## config.mk

```make
export PLATFORM = sky130hd
export DESIGN_NAME = pc_sequencer
export DESIGN_NICKNAME = d
export VERILOG_FILES = /design/src/rtl/pc_sequencer.sv
export SDC_FILE = /design/constraint.sdc
export NUM_CORES = 1
export LEC_CHECK = 0
export ABC_CLOCK_PERIOD_IN_PS = 8300
export CAP_MARGIN = 20
export CORE_ASPECT_RATIO = 0.75
export CORE_UTILIZATION = 50
export CTS_CLUSTER_DIAMETER = 50
export DETAILED_ROUTE_END_ITERATION = 8
export PLACE_DENSITY = 0.95
export REMOVE_ABC_BUFFERS = 1
export SYNTH_ARGS = -nofsm -noshare
export SYNTH_HDL_FRONTEND = slang
export SYNTH_SLANG_ARGS = --single-unit
export TNS_END_PERCENT = 100
```

## constraint.sdc

```tcl
create_clock -name clk -period 8.3 [get_ports clk]
set_input_delay 1.245 -clock clk [delete_from_list [all_inputs] [get_ports clk]]
set_output_delay 1.245 -clock clk [all_outputs]
set_load 0.005 [all_outputs]
```

## src/rtl/pc_sequencer.sv

```systemverilog
// pc_sequencer: instruction-fetch / program-counter sequencer for the
// single-issue MIPS core. Owns the PC, fetches over a req/ready handshake,
// holds the instruction for the decoder and selects the next PC at commit.
//
// Optional feature macro: PC_ALIGN_CHECK_EN
//   defined   : a jr to a non-word-aligned target sets the sticky misalign
//               flag, leaves pc unchanged and parks the sequencer in HALT
//               until reset.
//   undefined : jr targets are forced word-aligned, misalign is tied 0 and
//               HALT is never entered.
module pc_sequencer #(
  parameter logic [31:0] RESET_PC = 32'h0000_0000
) (
  input  logic        clk,
  input  logic        reset,
  output logic        imem_req,
  output logic [31:0] imem_addr,
  input  logic        imem_ready,
  input  logic [31:0] imem_rdata,
  output logic [31:0] instr,
  output logic        instr_valid,
  input  logic        stall,
  input  logic [1:0]  pc_op,
  input  logic        is_jr,
  input  logic        alu_zero,
  input  logic [31:0] rs_data,
  output logic [31:0] pc,
  output logic [31:0] link_addr,
  output logic        misalign
);

  typedef enum logic [1:0] {
    S_IDLE  = 2'd0,
    S_FETCH = 2'd1,
    S_EXEC  = 2'd2,
    S_HALT  = 2'd3
  } state_t;

  localparam logic [1:0] OP_SEQ  = 2'b00;
  localparam logic [1:0] OP_BEQ  = 2'b01;
  localparam logic [1:0] OP_BNE  = 2'b10;
  localparam logic [1:0] OP_JUMP = 2'b11;

  state_t      state_q;
  logic [31:0] pc_q;
  logic [31:0] instr_q;
  logic        misalign_q;

  logic [31:0] pc4;
  logic [31:0] br_tgt;
  logic [31:0] jmp_tgt;
  logic [31:0] jr_tgt;
  logic [31:0] pc_d;
  logic        jr_bad;

  // Branch offset: sign-extended 16-bit word offset, scaled to bytes.
  function automatic logic [31:0] branch_offset(input logic [15:0] imm);
    return {{14{imm[15]}}, imm, 2'b00};
  endfunction

  // Next-PC candidates; all adds wrap modulo 2^32 by construction.
  always_comb begin
    pc4     = pc_q + 32'd4;
    br_tgt  = pc4 + branch_offset(instr_q[15:0]);
    jmp_tgt = {pc4[31:28], instr_q[25:0], 2'b00};
`ifdef PC_ALIGN_CHECK_EN
    jr_tgt  = rs_data;
    jr_bad  = is_jr && (rs_data[1:0] != 2'b00);
`else
    jr_tgt  = {rs_data[31:2], 2'b00};
    jr_bad  = 1'b0;
`endif
  end

`ifndef PC_ALIGN_CHECK_EN
  // The low jr address bits are discarded when alignment is forced.
  logic rs_lsb_unused;
  assign rs_lsb_unused = ^rs_data[1:0];
`endif

  // Next-PC select: jr overrides the decoder's PCOp.
  always_comb begin
    pc_d = pc4;
    if (is_jr) begin
      pc_d = jr_tgt;
    end else begin
      case (pc_op)
        OP_SEQ:  pc_d = pc4;
        OP_BEQ:  pc_d = alu_zero ? br_tgt : pc4;
        OP_BNE:  pc_d = alu_zero ? pc4 : br_tgt;
        OP_JUMP: pc_d = jmp_tgt;
        default: pc_d = pc4;
      endcase
    end
  end

  // Sequencer FSM: owns state, pc, held instruction and sticky misalign.
  always_ff @(posedge clk or posedge reset) begin
    if (reset) begin
      state_q    <= S_IDLE;
      pc_q       <= RESET_PC;
      instr_q    <= 32'h0;
      misalign_q <= 1'b0;
    end else begin
      case (state_q)
        S_IDLE: begin
          state_q <= S_FETCH;
        end
        S_FETCH: begin
          if (imem_ready) begin
            instr_q <= imem_rdata;
            state_q <= S_EXEC;
          end
        end
        S_EXEC: begin
          if (!stall) begin
            if (jr_bad) begin
              misalign_q <= 1'b1;
              state_q    <= S_HALT;
            end else begin
              pc_q    <= pc_d;
              state_q <= S_FETCH;
            end
          end
        end
        S_HALT: begin
          state_q <= S_HALT;
        end
        default: begin
          state_q <= S_IDLE;
        end
      endcase
    end
  end

  // Outputs decode registered state only; imem_ready never reaches imem_req.
  assign imem_req    = (state_q == S_FETCH);
  assign imem_addr   = pc_q;
  assign instr       = instr_q;
  assign instr_valid = (state_q == S_EXEC) && !stall;
  assign pc          = pc_q;
  assign link_addr   = pc4;
  assign misalign    = misalign_q;

endmodule

```

Figure 1. Pin map (run 1).
The bar under the picture is 50 um long. Pins as bars across the die edge, other pins in grey.
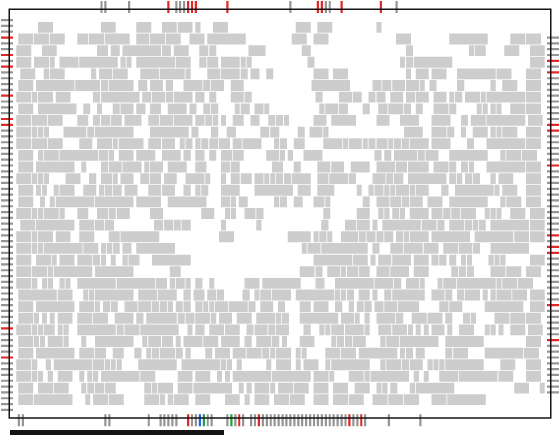
- red: `link_addr` (pins 32; direction output; edge 10 east, 9 north, 8 west, 5 south)
- blue: `alu_zero` (pins 1; direction input; edge south)
- green: `pc_op` (pins 2; direction input; edge south)
- all pins by edge: 68 west, 62 east, 54 south, 19 north

Figure 2. Cells by drive strength (run 1).
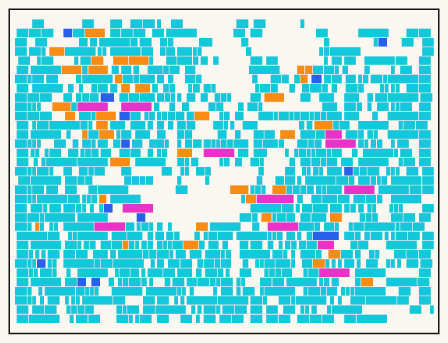
- magenta: x6 and larger (cells 12; share 1.4%)
- blue: x3 and x4 (cells 13; share 1.5%)
- orange: x2 (cells 38; share 4.3%)
- cyan: x1 and smaller (cells 816; share 93%)

Figure 3. Layout detail (run 1).
Region (85, 61) to (105, 81) um. Cells in grey, sequential cells in the stronger grey; small squares are vias.
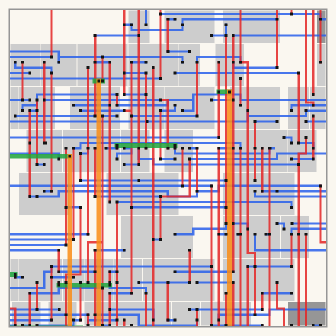
- blue: M1
- red: M2
- orange: M4
- green: M3
- most frequent: a21oi_1 (7), xnor2_1 (6), ha_1 (5)
- cells with their middle in the window: 39
- sequential cells in the window: 0

## run 1: tightest hold or removal path, stage by stage (launching register included)
cell and delay [ps]:
sky130_fd_sc_hd__dfrtp_1 340, sky130_fd_sc_hd__nand2_1 50, sky130_fd_sc_hd__nand2_1 50
## run 1: logic make-up after synthesis
family                   share of synthesized area [%]
AND-OR/OR-AND                                    23.30
other                                          0.06479
XOR/XNOR                                         8.949
flip-flops                                       27.67
adder cells (fa/ha/maj)                          7.912
multiplexers                                    0.1945
buffers and inverters                            9.079
AND/OR/NAND/NOR                                  22.83
## run 1: registers in the layout (all words and copies together) (netlist names)
signal,flops
state_q,2
imem_addr,30
instr,32
==> summary.txt, run 1 <==
The full implementation flow was run.

The flow ran to the end, and the final reports show no timing, DRC or antenna violations. Max fanout on the critical path was recorded as 9. The post-place instance area stands at 7512 um^2. The number of synthesized flops with an enable pin stands at 0.

The async set-reset flop share out of synthesis stands at 100.0%. In the final routed layout, each cell accounts on average for 18.86 um. The aggregate routed wire length stands at 19220 um. The number of levels in the clock H-tree stands at 3. Row generation in the floorplan step produced 33 rows. The total met2 wirelength after detailed routing stands at 8582 um. Between the synthesized netlist and the finished layout, the area growth was recorded as 35.11%. Per STA, the endpoint of the critical path is link_addr[29].

In this run the full chip footprint comes out at 12010 um^2. Among all stages on the critical path, the maximum delay recorded is 620 ps. The worst setup path is captured at an output port.

The yosys stat cell total stands at 726. The met3 usage stands at 7.576%. The inverter count of the layout excluding clock inverters stands at 18. The half-perimeter wire length after placement stands at 13960 um.

The share of post-route cells with drive strength above 1 stands at 7.167%. The number of logged tool warnings stands at 32. The number of sinks on the clock net stands at 64. The area figure in the yosys stat output stands at 5788 um^2. The switching portion of total power comes to 45.49%. The layout report lists the multi-input gate area as 3684 um^2. Hold analysis lists the worst path endpoint as instr[31]$_DFFE_PP0P_. The timing report attributes the biggest portion of critical-path delay to simple AND/OR/NAND/NOR gates. The critical path goes through nand4_2 > nor4_4 > and2_4 > and3_4 > nand3_2 > xnor2_2 > clkdlybuf4s50_1. The proportion of cell area occupied by multi-input gates stands at 47.10%. The count of clock-net buffers in the final layout stands at 11. The diode insertion count for antenna repair stands at 0. sky130_fd_sc_hd__dfrtp_1 takes more of the synthesized area than any other cell.

Measured on the final layout, the clock distribution area share stands at 3.936%. Before any placement, the netlist area is recorded as 5788 um^2. Of the available clock period, the critical path in the final layout requires 52.72%. The launch point of the worst register-to-register path is recorded as imem_addr[2]$_DFFE_PP0P_. The net switching power of the design stands at 1.495 mW. The setup slack after placement stands at 4155 ps. Once layout is done, the placed cells without fillers occupy 7820 um^2.

The critical path depth stands at 7. Per the slew report, the remaining headroom to the max-slew limit stands at 21.99%. Among all cell types in the netlist, the one instantiated most often is sky130_fd_sc_hd__nand2_1. For this run, the top clock speed supported by timing is 0.2285 GHz. Note that the worst hold path type here is reg -> reg. Yosys reports that the leading cell type by area covers 27.67% of the netlist area. The clock latency on the worst-skew pair stands at 340 ps. The worst hold path passes through 2 cells. The final report gives the core utilization as 70.41%. The overall global routing resource usage stands at 33.09%.

Per the CTS log, the buffer count on the longest clock path is 2. The worst path setup slack after routing stands at 3924 ps. In this run the clock root is driven by a sky130_fd_sc_hd__clkbuf_16. Among all flip-flop cells after synthesis, the most frequent one is sky130_fd_sc_hd__dfrtp_1. The starting utilization of the core area stands at 52.11%. The met2 capacity usage during global routing stands at 53.55%. Pins over their slew limit in the final report were tallied at 0.

The clock network burns 12.1% of the power. Setup repair after global routing left no endpoint under its margin. The number of optimization iterations in the first detailed-route pass stands at 6. The detailed router used layers up to and including met4. The worst path buffer plus inverter count stands at 1.

The area of all sequential standard cells stands at 1602 um^2. The total chip power stands at 3.287 mW. 581 cells are multi-input combinational gates. The data arrival time of the worst path stands at 3130 ps. Per the post-CTS timing run, clock transition at the registers of the reported paths is 60 ps. The antenna violation net count after detailed routing stands at 0. Across all register-to-register paths, the minimum setup slack is 3990 ps. The met3 routed wirelength stands at 1620 um. On met1, the global router reports a usage of 43.22%. Per the synthesis report, the number of distinct cell types is 80. The floorplan step set the die height to 95.18 um. Entering global routing, the biggest net connects 65 pins. Sorting the synthesized cells by area gives the leading types as sky130_fd_sc_hd__dfrtp_1 (28%), sky130_fd_sc_hd__nand2_1 (10%), sky130_fd_sc_hd__ha_1 (7.6%). The total DRC errors in the routed layout stands at 0. The worst hold slack after final layout stands at 477.8 ps. The layout has 200 buffers outside the clock class. The leakage dissipation stands at 3.394 nW. The flow reports power dissipated in the clock network as 0.398 mW. Counting tap cells, the placed design contains a total of 1003 instances. For the finished layout, the period the worst path requires is 4376 ps. The portion of the layout cell area used by non-clock buffers stands at 25.38%. Among logic cells in the layout, the one with the most instances is sky130_fd_sc_hd__clkdlybuf4s50_1.

Per the OpenROAD floorplan log, the width of the die is 126.2 um. The wire length on met1 stands at 8548 um. The internal power stands at 1.792 mW.

The hold violation count in the final report stands at 0. The final-report setup violation count stands at 0. For the worst flop-to-flop path, the logic depth is 14. The biggest slice of the area belongs to logic gates. The part of the Yosys area used for sequential elements stands at 27.67%. The cell area power density stands at 420.4 nW/um^2. The startpoint identified for the worst hold timing path is instr[31]$_DFFE_PP0P_. The post-cts hold-fix buffer tally stands at 0.

STA classifies the critical path startpoint as a flop. Looking at the reg2reg group, the worst path ends at imem_addr[25]$_DFFE_PP0P_. Warnings reported by Yosys during synthesis add up to 0.

The via count of the first global-routing pass is 5909. At the pin with the least slew margin, the transition time is 1170 ps. The number of antenna violations at the first check in global routing stands at 0. The number of fillers in the final layout stands at 859. According to the floorplan report, the placeable core area is 11110 um^2. The number of flip-flops and latches in the synthesized netlist stands at 64. The combinational group share of total power stands at 66.2%. The first global-routing pass estimated 30800 um of wire. After the last flow step, the layout net total stands at 982. The power attributed to combinational cells stands at 2.18 mW. The tap cell instance count stands at 140.

In the synthesized netlist, the number of instances is 726. There are 64 flip-flops and latches. Sequential cells account for 21.6% of the total power. According to the timing report, the critical path is launched from imem_addr[2]$_DFFE_PP0P_.

The via count stands at 6161. By instance count after routing, the leading logic cell types are sky130_fd_sc_hd__clkdlybuf4s50_1 (193), sky130_fd_sc_hd__nand2_1 (157), sky130_fd_sc_hd__dfrtp_1 (64). The required time at the worst endpoint is listed as 7050 ps. The sequential fraction of total cell area stands at 20.48%. The worst setup path is of the reg -> out kind. Per the GRT log, the top usage layer is met2. The power dissipated in sequential cells stands at 0.711 mW. The final cell count without fillers stands at 1019.

The number of clock buffers added by TritonCTS is 9. The global route stage reports its total congestion overflow as 0. The critical path's slowest stage uses the library cell sky130_fd_sc_hd__nor4_4. In this run the tool buffered the top-level ports with 193 buffer cells. Across the run, the number of max-cap violations was 0. The congestion estimate from routability-driven global placement came to 0.9036. TritonCTS built the clock tree.
==> run 2, diff against run 1 <==
ABC_CLOCK_PERIOD_IN_PS = 4300   (was 8300)
CORE_UTILIZATION = 47   (was 50)
PLACE_DENSITY = 0.93   (was 0.95)
clock period = 4.3 ns   (was 8.3 ns; I/O delays follow)
Figure 4. Layout detail (run 2).
Region (88, 64) to (108, 84) um. Cells in grey, sequential cells in the stronger grey; small squares are vias.
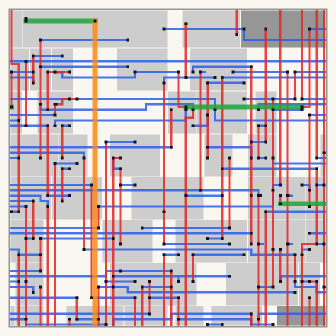
- green: M3
- red: M2
- blue: M1
- orange: M4
- sequential cells in the window: 1
- cells with their middle in the window: 30
- netlist names of flops here include: `imem_addr` (1)

==> summary.txt, run 2 <==
The full implementation flow was run.

In the final layout, the share of cells above drive strength 1 is 7.684%. The die is 98.11 um tall. The analysis attributes to net switching a power of 2.879 mW. Summing every instance area after synthesis gives 5788 um^2. The register with the most flip-flops in the layout has 32 of them. Global routing consumed, on the met3 layer, 7.945% of the routing resources. The worst setup path is launched from a flop.

Setup slack on the critical path of the routed design comes to 263.2 ps. Hold timing on the final database bottoms out at a slack of 486.0 ps. In the log, the iteration count for the first detailed-route pass is 5. Per the layout area report, the register area comes to 1602 um^2.

The layout stage reports a final design area of 7926 um^2. The internal power stands at 3.501 mW. The total met2 wirelength after detailed routing stands at 8900 um.

The number of levels in the clock H-tree stands at 3. The critical path maximum fanout is 9. Walking the worst path, the cells encountered are nand4_2 > nor4_4 > and2_4 > nand2_1 > xnor2_1 > ha_1 > a21oi_1 > nor2b_1 > o21ai_0 > nand2b_1 > a211oi_2 > a21oi_1 > xnor2_1 > a211oi_1. Looking at the critical path, the single cell with the biggest stage delay is sky130_fd_sc_hd__nor4_4. The final route contains 6055 vias. Per the final timing report, the hold violations number 0. Summed over the clock group, the power is 0.814 mW.

The top cell type in the final layout, fill and taps aside, is sky130_fd_sc_hd__clkdlybuf4s50_1. The proportion of cell area occupied by multi-input gates stands at 46.47%. The power dissipated in sequential cells stands at 1.37 mW. In the global route stage, overall resource usage came out at 31.34%. The leakage dissipation stands at 3.434 nW. The final timing report derives a shortest allowable period of 4037 ps. The relative max-transition margin stands at 29.34%. The timing-limited maximum frequency stands at 0.2477 GHz.

The global route stage reports its total congestion overflow as 0. After the flow finishes, the layout carries non-filler instances totaling 1047. The share of total power in sequential cells stands at 21.5%. The sequential fraction of total cell area stands at 20.21%.

The number of sinks on the clock net stands at 64. The synth_stat.txt file lists the number of cells as 726. The share of total power dissipated in the clock network is 12.8%. After floorplanning, the core was sized to cover 11780 um^2.

Counting flops and latches in the post-synthesis netlist gives 64. In this run the tool buffered the top-level ports with 193 buffer cells. The share of the clock period used by the worst path after layout stands at 93.88%. The power attributed to combinational cells stands at 4.19 mW.

The number of buffers added by the clock tree synthesis step stands at 9. For reference, compound AND-OR and OR-AND cells occupy 23.30% of the area reported after synthesis. The horizontal die dimension stands at 130.1 um.

The most critical min-delay path falls under reg -> reg. For reference, the placement row count at floorplan is 34. Counting pins that exceed their max-slew limit in the final report gives 0. The worst path buffer plus inverter count stands at 0. The routed design has 19590 um of wire. The timing report gives the clock slew at the launch and capture registers of the worst setup and hold paths as 60 ps. The transition time recorded at the tightest slew-check pin is 1060 ps. The run finished with clean final reports. Per the post-place timing report, worst setup slack is 350.2 ps.

The number of placed instances with taps included stands at 1030. Summing the areas of all xor and xnor instances in the mapped netlist gives 8.949% of the synthesized area. The routed design shows a wire length per standard cell of 18.71 um. The clock passes through at most 2 buffers. The top cell types in the final layout, fill and taps aside, are sky130_fd_sc_hd__clkdlybuf4s50_1 (193), sky130_fd_sc_hd__nand2_1 (157), sky130_fd_sc_hd__dfrtp_1 (64).

For reference, the mux area share after synthesis is 0.1946%. Setup repair after global routing left no endpoint under its margin. After layout, the inverter instance count without clock inverters stands at 18. The final weighted congestion of routability-driven global placement stands at 0.9303.

The completed layout was analyzed and its total power is 6.379 mW. STA classifies the critical path endpoint as a flop. Per the synthesis report, the single largest cell type by area occupies 27.67% of cell area.

The synthesized-area fraction occupied by and/or/nand/nor cells stands at 22.83%. In the floorplan report the effective utilization is 49.12%. The data arrival time of the worst path stands at 4280 ps.

The largest single stage delay on the critical path is 600 ps. The number of fillers in the final layout stands at 987. The met1 track utilization from global routing stands at 41.06%.

The number of antenna violations at the first check in global routing came to 0. In the per-layer summary, the met1 wirelength comes to 8514 um. After technology mapping, the gate count stands at 726. The multi-input combinational cells in the finished layout cover a total of 3684 um^2. After floorplanning, the die was sized to cover 12770 um^2. The script computed the net switching share of total power as 45.12%. For reference, the top logic cell family by area is AND-OR/OR-AND gates. The portion of the layout cell area used by non-clock buffers stands at 25.86%. By area, the class that comes first in the final layout consists of logic gates.

The routed layout reports a DRC error count of 0. The warning tally printed by Yosys for this design is 0. The half-perimeter wire length after placement stands at 14620 um. The most used flip-flop cell after synthesis is sky130_fd_sc_hd__dfrtp_1. By startpoint and endpoint, the worst setup path is classified as reg -> reg.

Of all cell types, the one taking the most synthesized area is sky130_fd_sc_hd__dfrtp_1. For met2 alone, demand over resource in global routing was 50.78%. The required time reported for the critical path endpoint stands at 4540 ps. TritonCTS built the clock tree. In this run the clock root is driven by a sky130_fd_sc_hd__clkbuf_16.

Looking at the power breakdown, combinational cells take 65.7% of the total. The final-report setup violation count stands at 0. The detail route stage leaves a number of antenna-violating nets equal to 0. Entering global routing, the biggest net connects 43 pins. The clock latency on the worst-skew pair stands at 340 ps. In this run, distinct cell masters in the synthesized netlist total 80. For this run, the share of the core covered by cells in the final layout is 67.26%.

The global router reports that the layer with the highest usage is met2. Per the detail_route log, met3 wirelength is 1874 um. The cell area power density stands at 804.8 nW/um^2.
-- run 2: cell counts after synthesis --
No cell type changed its count.
-- run 2: final timing paths --
path | cells after the start | from | end | slack (ps)
worst min-delay path | 2 | instr[30]$_DFFE_PP0P_ | instr[30]$_DFFE_PP0P_ | 490
worst max-delay path | 14 | imem_addr[2]$_DFFE_PP0P_ | imem_addr[30]$_DFFE_PP0P_ | 260
min in group asynchronous | 2 | reset | instr[27]$_DFFE_PP0P_ | 700
max in group asynchronous | 3 | reset | imem_addr[13]$_DFFE_PP0P_ | 2660
worst max register to register | 14 | imem_addr[2]$_DFFE_PP0P_ | imem_addr[30]$_DFFE_PP0P_ | 260
worst min register to register | 2 | instr[30]$_DFFE_PP0P_ | instr[30]$_DFFE_PP0P_ | 490
==> run 3, diff against run 2 <==
GPL_TIMING_DRIVEN = 0   (was default)
Figure 5. Cell area per tile (run 3).
The die is cut into 13 by 10 equal tiles; white is low, dark blue is high, 0 to 100% covered.
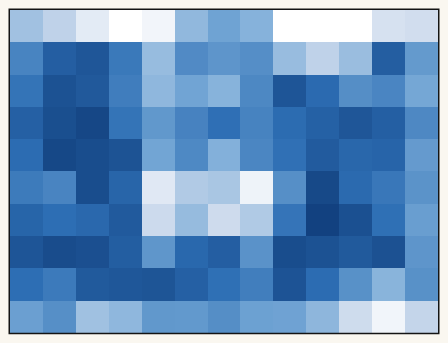
- tiles over 75% full: 36%
- mean over tiles: 61%
- nearly empty tiles: 3.1%
- fullest tile: 93%

==> summary.txt, run 3 <==
The full implementation flow was run.

The run finished with clean final reports. Broken down by cell family, the worst path's largest delay share belongs to simple AND/OR/NAND/NOR gates. The post-place instance area stands at 7581 um^2. The slowest stage of the critical path belongs to the cell sky130_fd_sc_hd__dfrtp_1. The final cell count without fillers stands at 1041. The clock latency on the worst-skew pair stands at 340 ps. Across all hold checks on the routed design, the worst slack comes to 482.8 ps. The power share of the clock group stands at 12.8%.

The pin count of the biggest net entering global routing stands at 35. The script extracted a total leakage power of 3.483 nW. The power dissipated in sequential cells stands at 1.37 mW. The multiplexer share of the synthesized area stands at 0.1946%.

The worst setup path is launched from a flop. TritonRoute output was used to compute an average wire per cell of 19.00 um. The final global-route overflow total stands at 0. Setup repair after global routing left no endpoint under its margin. The number of antenna violations at the first check in global routing is 0. The diode insertion count for antenna repair stands at 0. The synth_stat.txt file lists the number of cells as 726. The power report attributes to the combinational group a share of 65.9%. The hold violation count in the final report stands at 0. Counting only logic cells after layout, the most numerous master is sky130_fd_sc_hd__clkdlybuf4s50_1. The number of buffers added by the clock tree synthesis step stands at 9. After synthesis, the largest family of logic cells by area is AND-OR/OR-AND gates.

For this run, design rule violations remaining after detail routing come to 0. Looking at the setup timing report, the critical path kind is reg -> reg. The area growth from synthesis to final layout stands at 37.96%.

The number of placed instances with taps included stands at 1022. Overall power consumption after layout is estimated at 6.416 mW. The number of optimization iterations in the first detailed-route pass stands at 5. CTS saw 64 sinks. TritonCTS built the clock tree. The post-synthesis share of cell area spent on full adders, half adders and majority gates stands at 7.912%. The clock-pin slew of the registers on the worst-case setup and hold paths stands at 50 ps. The timing report lists the critical path depth as 14 cells.

For the worst flop-to-flop path, the logic depth is 14. The horizontal die dimension reported for this design is 130.1 um. The port buffer count stands at 193.

In this run the full chip footprint comes out at 12770 um^2. The slew check shows that the tightest pin keeps a relative margin of 20.69%. The first global-routing pass estimated 30330 um of wire. Measured on the finished design, the core utilization comes to 67.76%. The capture point of the critical path was reported as imem_addr[29]$_DFFE_PP0P_. The final period demand of the worst path stands at 4125 ps. The number of flip-flops and latches in the synthesized netlist stands at 64. The cell type that accounts for the most area after synthesis is sky130_fd_sc_hd__dfrtp_1. Across the run, the number of max-cap violations was 0. On the worst path, the slowest cell contributes a delay of 480 ps.

The required time reported for the critical path endpoint stands at 4570 ps. In this run, synthesis inferred 0 flip-flops with an integrated enable. The worst path setup slack after routing stands at 175.2 ps. The via count of the first global-routing pass stands at 5936. For the worst min-delay path, the startpoint reported by OpenROAD is instr[27]$_DFFE_PP0P_.

The combinational power reported by the tool is 4.23 mW. The share of the clock period used by the worst path after layout stands at 95.92%. By instance count, the leading cell after synthesis is sky130_fd_sc_hd__nand2_1. For hold timing, the worst endpoint is instr[27]$_DFFE_PP0P_.

Per the summary, power density relative to cell area is 803.5 nW/um^2. Once detail routing completed, the nets flagged for antenna violations numbered 0. The final-report setup violation count stands at 0. The floorplan row count stands at 34.

Per the synth stats, the proportion of register bits with asynchronous set or reset is 100.0%. The synthesized netlist devotes 8.949% of its cell area to XOR and XNOR gates. The tree is rooted in a sky130_fd_sc_hd__clkbuf_16. The half-perimeter wire length after placement stands at 14460 um. The count of distinct cell types in the synthesized netlist stands at 80.

Ranked by total cell area, the synthesized netlist is headed by sky130_fd_sc_hd__dfrtp_1 (28%), sky130_fd_sc_hd__nand2_1 (10%), sky130_fd_sc_hd__ha_1 (7.6%). The synthesized-area fraction occupied by and/or/nand/nor cells stands at 22.83%. After detailed routing, the total wire length is 19780 um.

The launch point of the worst register-to-register path is recorded as imem_addr[6]$_DFFE_PP0P_. The area figure in the yosys stat output stands at 5788 um^2. The register with the most flip-flops in the layout has 32 of them. The number of max-slew violations in the final report stands at 0. The number of warnings reported in the stage logs is 32.

Ranking logic cells in the layout by count gives the top entries sky130_fd_sc_hd__clkdlybuf4s50_1 (193), sky130_fd_sc_hd__nand2_1 (157), sky130_fd_sc_hd__dfrtp_1 (64). The area share of and-or/or-and cells after synthesis stands at 23.30%. The final weighted congestion of routability-driven global placement stands at 0.9229. STA reports a reg2reg setup slack of 180 ps. The detailed router placed 6167 vias in this run. The number of levels in the clock H-tree stands at 3.

The finished cells cover 7985 um^2. The vertical extent of the die stands at 98.11 um.
## run 3: cell counts after synthesis
Identical to the previous run, type by type.
## run 3: area by class of cell
type                       count  area [um^2]
fill                         953         3799
multi-input combinational    581         3700
timing repair buffer         201         2092
sequential                    64         1602
clock buffer                  12        256.5
tap                          162        202.7
inverter                      18        67.56
clock inverter                 3        65.06
## run 3: per-layer routing
metal / part of all wire, % / vias up / GRT usage [%]
met2: 44 / 397 / 48.40
li1: - / 2835 / -
met3: 10 / 53 / 8.274
met4: 2.6 / 0 / 11.09
met1: 43 / 2882 / 40.31
met5: 0 / - / 0
## run 3: what timing repair did
action / in CTS / in global routing
gates resized: 0 / 2
buffers inserted: 0 / 2
endpoints found under the setup margin: 0 / 5
Power figures rest on the tool's default switching activity, not on a simulated workload.
